[src/rtl/fhn_neuron_array.sv]
// rtl/fhn_neuron_array.sv - N time-multiplexed FitzHugh-Nagumo neurons on one forward-Euler datapath
// Optional macro FHN_NOISE_EN adds a 16-bit Fibonacci LFSR noise term to the stimulus.
module fhn_neuron_array #(
    parameter int          N           = 4,
    parameter int          W           = 16,
    parameter int          FRAC        = 12,
    parameter int          AW          = 2,
    parameter int          DT_SHIFT    = 6,
    parameter int          A           = 2867,
    parameter int          B           = 3277,
    parameter int          EPS         = 328,
    parameter int          V_REST      = -4915,
    parameter int          W_REST      = -2560,
    parameter int          V_TH        = 4096,
    parameter logic [15:0] LFSR_SEED   = 16'hACE1,
    parameter int          NOISE_SHIFT = 4
) (
    input  logic                 clk,
    input  logic                 rst,
    input  logic                 step_start,
    input  logic                 i_we,
    input  logic [AW-1:0]        i_addr,
    input  logic signed [W-1:0]  i_data,
    input  logic [AW-1:0]        rd_addr,
    output logic signed [W-1:0]  v_rd,
    output logic signed [W-1:0]  w_rd,
    output logic                 busy,
    output logic                 done,
    output logic                 spike_valid,
    output logic [AW-1:0]        spike_id
);

    localparam int IW = W + 8;
    localparam int PW = 2 * IW;

    localparam logic signed [IW-1:0] K_THIRD = IW'(1365);
    localparam logic signed [IW-1:0] A_E     = IW'(A);
    localparam logic signed [IW-1:0] B_E     = IW'(B);
    localparam logic signed [IW-1:0] EPS_E   = IW'(EPS);
    localparam logic signed [IW-1:0] SAT_MAX = IW'(2 ** (W - 1) - 1);
    localparam logic signed [IW-1:0] SAT_MIN = IW'(-(2 ** (W - 1)));
    localparam logic signed [W-1:0]  VREST_W = W'(V_REST);
    localparam logic signed [W-1:0]  WREST_W = W'(W_REST);
    localparam logic signed [W-1:0]  VTH_W   = W'(V_TH);
    localparam logic [AW-1:0]        LAST    = AW'(N - 1);

    typedef enum logic [2:0] {
        S_IDLE,
        S_FETCH,
        S_CUBE1,
        S_CUBE2,
        S_UPDATE,
        S_WRITE
    } state_t;

    state_t state, state_n;

    logic [AW-1:0]        idx;
    logic signed [W-1:0]  v_mem [N];
    logic signed [W-1:0]  w_mem [N];
    logic signed [W-1:0]  i_mem [N];

    logic signed [W-1:0]  v_l, w_l, i_l;
    logic signed [IW-1:0] p_r, c_r;
    logic signed [W-1:0]  vn_r, wn_r;

    logic signed [IW-1:0] v_e, w_e, i_e, i_eff;
    logic signed [IW-1:0] p_n, c_n, cterm, bterm, dv, dw, vsum, wsum;
    logic signed [W-1:0]  vn_sat, wn_sat;

`ifdef FHN_NOISE_EN
    logic [15:0] lfsr;

    always_ff @(posedge clk or negedge rst) begin
        if (!rst) begin
            lfsr <= LFSR_SEED;
        end else if (state == S_FETCH) begin
            lfsr <= {lfsr[14:0], lfsr[15] ^ lfsr[13] ^ lfsr[12] ^ lfsr[10]};
        end
    end
`endif

    always_ff @(posedge clk or negedge rst) begin
        if (!rst) begin
            state <= S_IDLE;
        end else begin
            state <= state_n;
        end
    end

    always_comb begin
        state_n = state;
        case (state)
            S_IDLE:   if (step_start) state_n = S_FETCH;
            S_FETCH:  state_n = S_CUBE1;
            S_CUBE1:  state_n = S_CUBE2;
            S_CUBE2:  state_n = S_UPDATE;
            S_UPDATE: state_n = S_WRITE;
            S_WRITE:  state_n = (idx == LAST) ? S_IDLE : S_FETCH;
            default:  state_n = S_IDLE;
        endcase
    end

    assign busy = (state != S_IDLE);

    // Every intermediate is W+8 bits; products are formed wide, shifted, then truncated.
    always_comb begin
        v_e    = IW'(v_l);
        w_e    = IW'(w_l);
        i_e    = IW'(i_l);
`ifdef FHN_NOISE_EN
        i_eff  = i_e + (IW'($signed(lfsr)) >>> NOISE_SHIFT);
`else
        i_eff  = i_e;
`endif
        p_n    = IW'((PW'(v_e) * PW'(v_e)) >>> FRAC);
        c_n    = IW'((PW'(p_r) * PW'(v_e)) >>> FRAC);
        cterm  = IW'((PW'(c_r) * PW'(K_THIRD)) >>> FRAC);
        bterm  = IW'((PW'(B_E) * PW'(w_e)) >>> FRAC);
        dv     = v_e - cterm - w_e + i_eff;
        dw     = IW'((PW'(EPS_E) * PW'(v_e + A_E - bterm)) >>> FRAC);
        vsum   = v_e + (dv >>> DT_SHIFT);
        wsum   = w_e + (dw >>> DT_SHIFT);
        vn_sat = (vsum > SAT_MAX) ? SAT_MAX[W-1:0] :
                 (vsum < SAT_MIN) ? SAT_MIN[W-1:0] : vsum[W-1:0];
        wn_sat = (wsum > SAT_MAX) ? SAT_MAX[W-1:0] :
                 (wsum < SAT_MIN) ? SAT_MIN[W-1:0] : wsum[W-1:0];
    end

    always_ff @(posedge clk or negedge rst) begin
        if (!rst) begin
            idx         <= '0;
            v_l         <= '0;
            w_l         <= '0;
            i_l         <= '0;
            p_r         <= '0;
            c_r         <= '0;
            vn_r        <= '0;
            wn_r        <= '0;
            done        <= 1'b0;
            spike_valid <= 1'b0;
            spike_id    <= '0;
        end else begin
            done        <= (state == S_WRITE) && (idx == LAST);
            spike_valid <= 1'b0;
            spike_id    <= '0;
            case (state)
                S_IDLE:  if (step_start) idx <= '0;
                S_FETCH: begin
                    v_l <= v_mem[idx];
                    w_l <= w_mem[idx];
                    i_l <= i_mem[idx];
                end
                S_CUBE1: p_r <= p_n;
                S_CUBE2: c_r <= c_n;
                S_UPDATE: begin
                    vn_r <= vn_sat;
                    wn_r <= wn_sat;
                    // Registered here so the event is visible during the WRITE cycle.
                    if ((v_l < VTH_W) && (vn_sat >= VTH_W)) begin
                        spike_valid <= 1'b1;
                        spike_id    <= idx;
                    end
                end
                S_WRITE: if (idx != LAST) idx <= idx + AW'(1);
                default: ;
            endcase
        end
    end

    // A stimulus write colliding with FETCH of the same index is seen only by the next step.
    always_ff @(posedge clk or negedge rst) begin
        if (!rst) begin
            for (int k = 0; k < N; k++) begin
                v_mem[k] <= VREST_W;
                w_mem[k] <= WREST_W;
                i_mem[k] <= '0;
            end
        end else begin
            if (state == S_WRITE) begin
                v_mem[idx] <= vn_r;
                w_mem[idx] <= wn_r;
            end
            if (i_we && (int'(i_addr) < N)) begin
                i_mem[i_addr] <= i_data;
            end
        end
    end

    always_ff @(posedge clk or negedge rst) begin
        if (!rst) begin
            v_rd <= VREST_W;
            w_rd <= WREST_W;
        end else if (int'(rd_addr) < N) begin
            v_rd <= v_mem[rd_addr];
            w_rd <= w_mem[rd_addr];
        end else begin
            v_rd <= VREST_W;
            w_rd <= WREST_W;
        end
    end

endmodule

[config.mk]
export PLATFORM = sky130hd
export DESIGN_NAME = fhn_neuron_array
export DESIGN_NICKNAME = d
export VERILOG_FILES = /design/src/rtl/fhn_neuron_array.sv
export SDC_FILE = /design/constraint.sdc
export NUM_CORES = 2
export LEC_CHECK = 0
export CELL_PAD_IN_SITES_DETAIL_PLACEMENT = 1
export CELL_PAD_IN_SITES_GLOBAL_PLACEMENT = 1
export CORE_UTILIZATION = 57
export DETAILED_ROUTE_END_ITERATION = 7
export HOLD_SLACK_MARGIN = 0.05
export PLACE_DENSITY = 0.93
export SLEW_MARGIN = 30
export SYNTH_ARGS = -nofsm -noshare
export SYNTH_HDL_FRONTEND = slang
export SYNTH_SLANG_ARGS = --single-unit
[constraint.sdc]
create_clock -name clk -period 22.1 [get_ports clk]
set_input_delay 5.525 -clock clk [delete_from_list [all_inputs] [get_ports clk]]
set_output_delay 5.525 -clock clk [all_outputs]
set_load 0.1 [all_outputs]
Fig. 1: sequential cells coloured by netlist name
Scale: 1.5 px per micron. Other sequential cells in the stronger grey, the rest of the logic in the fainter grey.
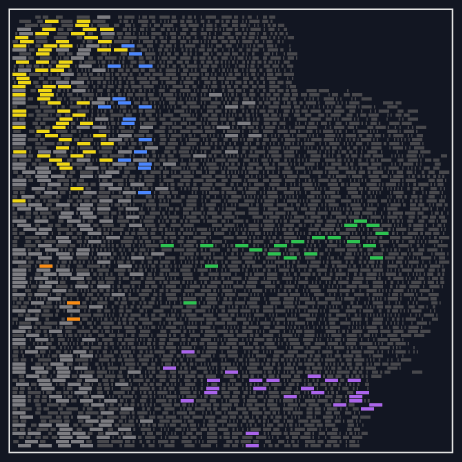
legend:
  green:
    netlist_name: `p_r`
    sequential_cells: 20
  yellow:
    netlist_name: `w_mem`
    sequential_cells: 64
    where: north-west
  purple:
    netlist_name: `c_r`
    sequential_cells: 24
  orange:
    netlist_name: `state`
    sequential_cells: 3
  blue:
    netlist_name: `w_l`
    sequential_cells: 16
    where: north-west
not coloured: 230
Util after Layout: 61.7%
Flop area: 0.00904 sq mm
share of the final layout cell area in sequential cells: 17.4%

Fig. 2: routing congestion
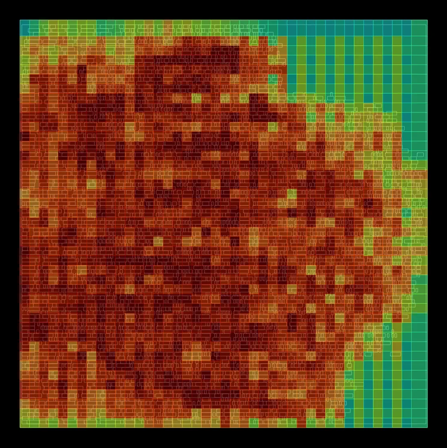
met3 GRT Util: 14.9%
Global Route met1 Usage: 47.0%
Top Usage Layer GRT: met2
global-route met2 utilization: 72.8%

Fig. 3: selected gate families
Scale: 1.5 px per micron.
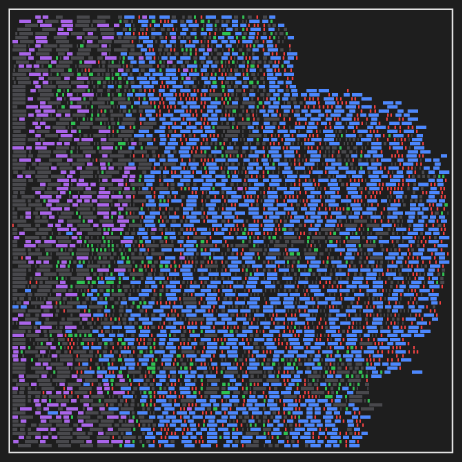
legend:
  red:
    family: inv cells
    cells: 1,073
  blue:
    family: fa/ha/maj cells
    cells: 1,279
  purple:
    family: mux cells
    cells: 293
    where: a vertical strip on the left
  green:
    family: aoi and oai cells
    cells: 389
fin cells: 5,941
leading cell type in the layout, fill and taps excluded: inv_1
combinational share of cell area: 67.6%

==> run notes <==
run results: outcome=complete, no violations, reg-to-reg slack, setup=6.17 ns, chip area in the Yosys report=between 0.04 and 0.05 sq mm, layout overhead on the synthesized area=6.58%, crit path capture type=flip-flop, first-pass GRT wire length=roughly 290 mm, TritonCTS clock tree=built, Detailed Route Iter0 Violations=between 4,000 and 5,000, Synthesized registers=357, Starting Density=57.9%, number of global-route vias before repair=approximately 47,000, number of warnings issued by yosys=0, Clock Root Buffer=clkbuf_16, Max Clk Rate=62.8 MHz, biggest area contributors in the synthesized netlist=fa_1 32%, dfrtp_1 14%, ha_1 13%, library cell with the highest instance count after synthesis=inv_1, setup repair after global routing missed its margin=false, largest incremental delay on the critical path=between 0.8 and 0.9 ns, Total Neg Setup Slack=0 ns, number of setup buffers added after CTS=0, worst slack at placement=roughly 8.0 ns, Crit Path Category=reg -> reg, share of post-route cells with drive strength above 1=roughly 11%, share of async-settable or async-resettable flops after synthesis=100%, NumNets Final=roughly 6,100, remaining global-route overflow=0, final hold slack=between 0.5 and 0.6 ns, required time of the critical path=22.51 ns, clock-pin slew of the registers on the worst-case setup and hold paths=around 0.07 ns, top cell type by total area after synthesis=fa_1, number of gates resized after cts=0, number of I/O pins=between 60 and 70, Cells after DPL=about 5,900, number of buffers added by the clock tree synthesis step=between 40 and 50, most common flop cell mapped by yosys=dfrtp_1, number of flops mapped to enable cells by yosys=0, DRC=0, number of instances in the synthesized netlist=around 4,800, number of antenna violations at the first check in global routing=27, H-tree depth reported by CTS=2, Detailed Route WL=slightly above 200 mm, endpoint of the most critical register-to-register path=wn_r[3], Synth logic family=adder cells, cell at the slowest stage of the critical path=inv_1, Tmin final=15.93 ns
-- flip-flops by register name (all words and copies together) (netlist names) --
register / count
i_mem: 64
v_mem: 64
w_mem: 64
c_r: 24
p_r: 20
i_l: 16
v_l: 16
v_rd: 16
vn_r: 16
w_l: 16
w_rd: 16
wn_r: 16
state: 3
idx: 2
spike_id: 2
done: 1
spike_valid: 1
-- layer usage --
layer	wire length (microns)	part of all wire (%)
met1	62500	30
met2	92400	45
met3	25100	12
met5	487	0.24
met4	24500	12
-- per-stage QoR --
step                cell area, sq um
floorplan                      48800
global placement               50500
detailed placement             50500
CTS                            51900
global route                   51900
finish                         52000
-- how the worst min path moves through the flow --
stage | from | endpoint | depth (start not counted)
2_1_floorplan | i_mem[22] | i_mem[22] | 1
3_3_place_gp | i_mem[29] | i_mem[29] | 1
3_5_place_dp | i_mem[13] | i_mem[13] | 1
4_1_cts | i_mem[31] | i_mem[31] | 1
5_1_grt | i_mem[24] | i_mem[24] | 1
6_report | i_mem[31] | i_mem[31] | 1
-- cell families (layout without fill, tap and decap cells) --
| kind of cell | after synthesis | after routing |
|---|---|---|
| compound gates | 519 | 519 |
| fa+ha+maj | 1279 | 1279 |
| mux | 293 | 293 |
| xor+xnor | 172 | 172 |
| buf+inv | 1225 | 1248 |
| other cells | 0 | 12 |
| flops | 357 | 357 |
| simple gates | 927 | 927 |
-- layout by cell type, fill, tap and decap left out, drive strengths merged, types with 34 or more instances in the layout --
master,count
nor3,34
nand2,412
a21oi,124
xnor2,106
clkbuf,54
xor2,66
dfstp,80
inv,1066
a21o,64
o21ai,162
clkdlybuf4s50,51
and2,154
dfrtp,277
buf,49
ha,510
nand2b,43
nor2,174
fa,769
mux2,207
mux4,80
-- final cells by class --
class	instances	area, sq um
multi-input cells	3190	35200
fillers	8844	32200
flip-flops and latches	357	9040
inverters	1073	4030
well taps	1134	1420
clock buffers	54	1130
repair buffers	100	930
clock inverters	21	236
diodes	12	30.0
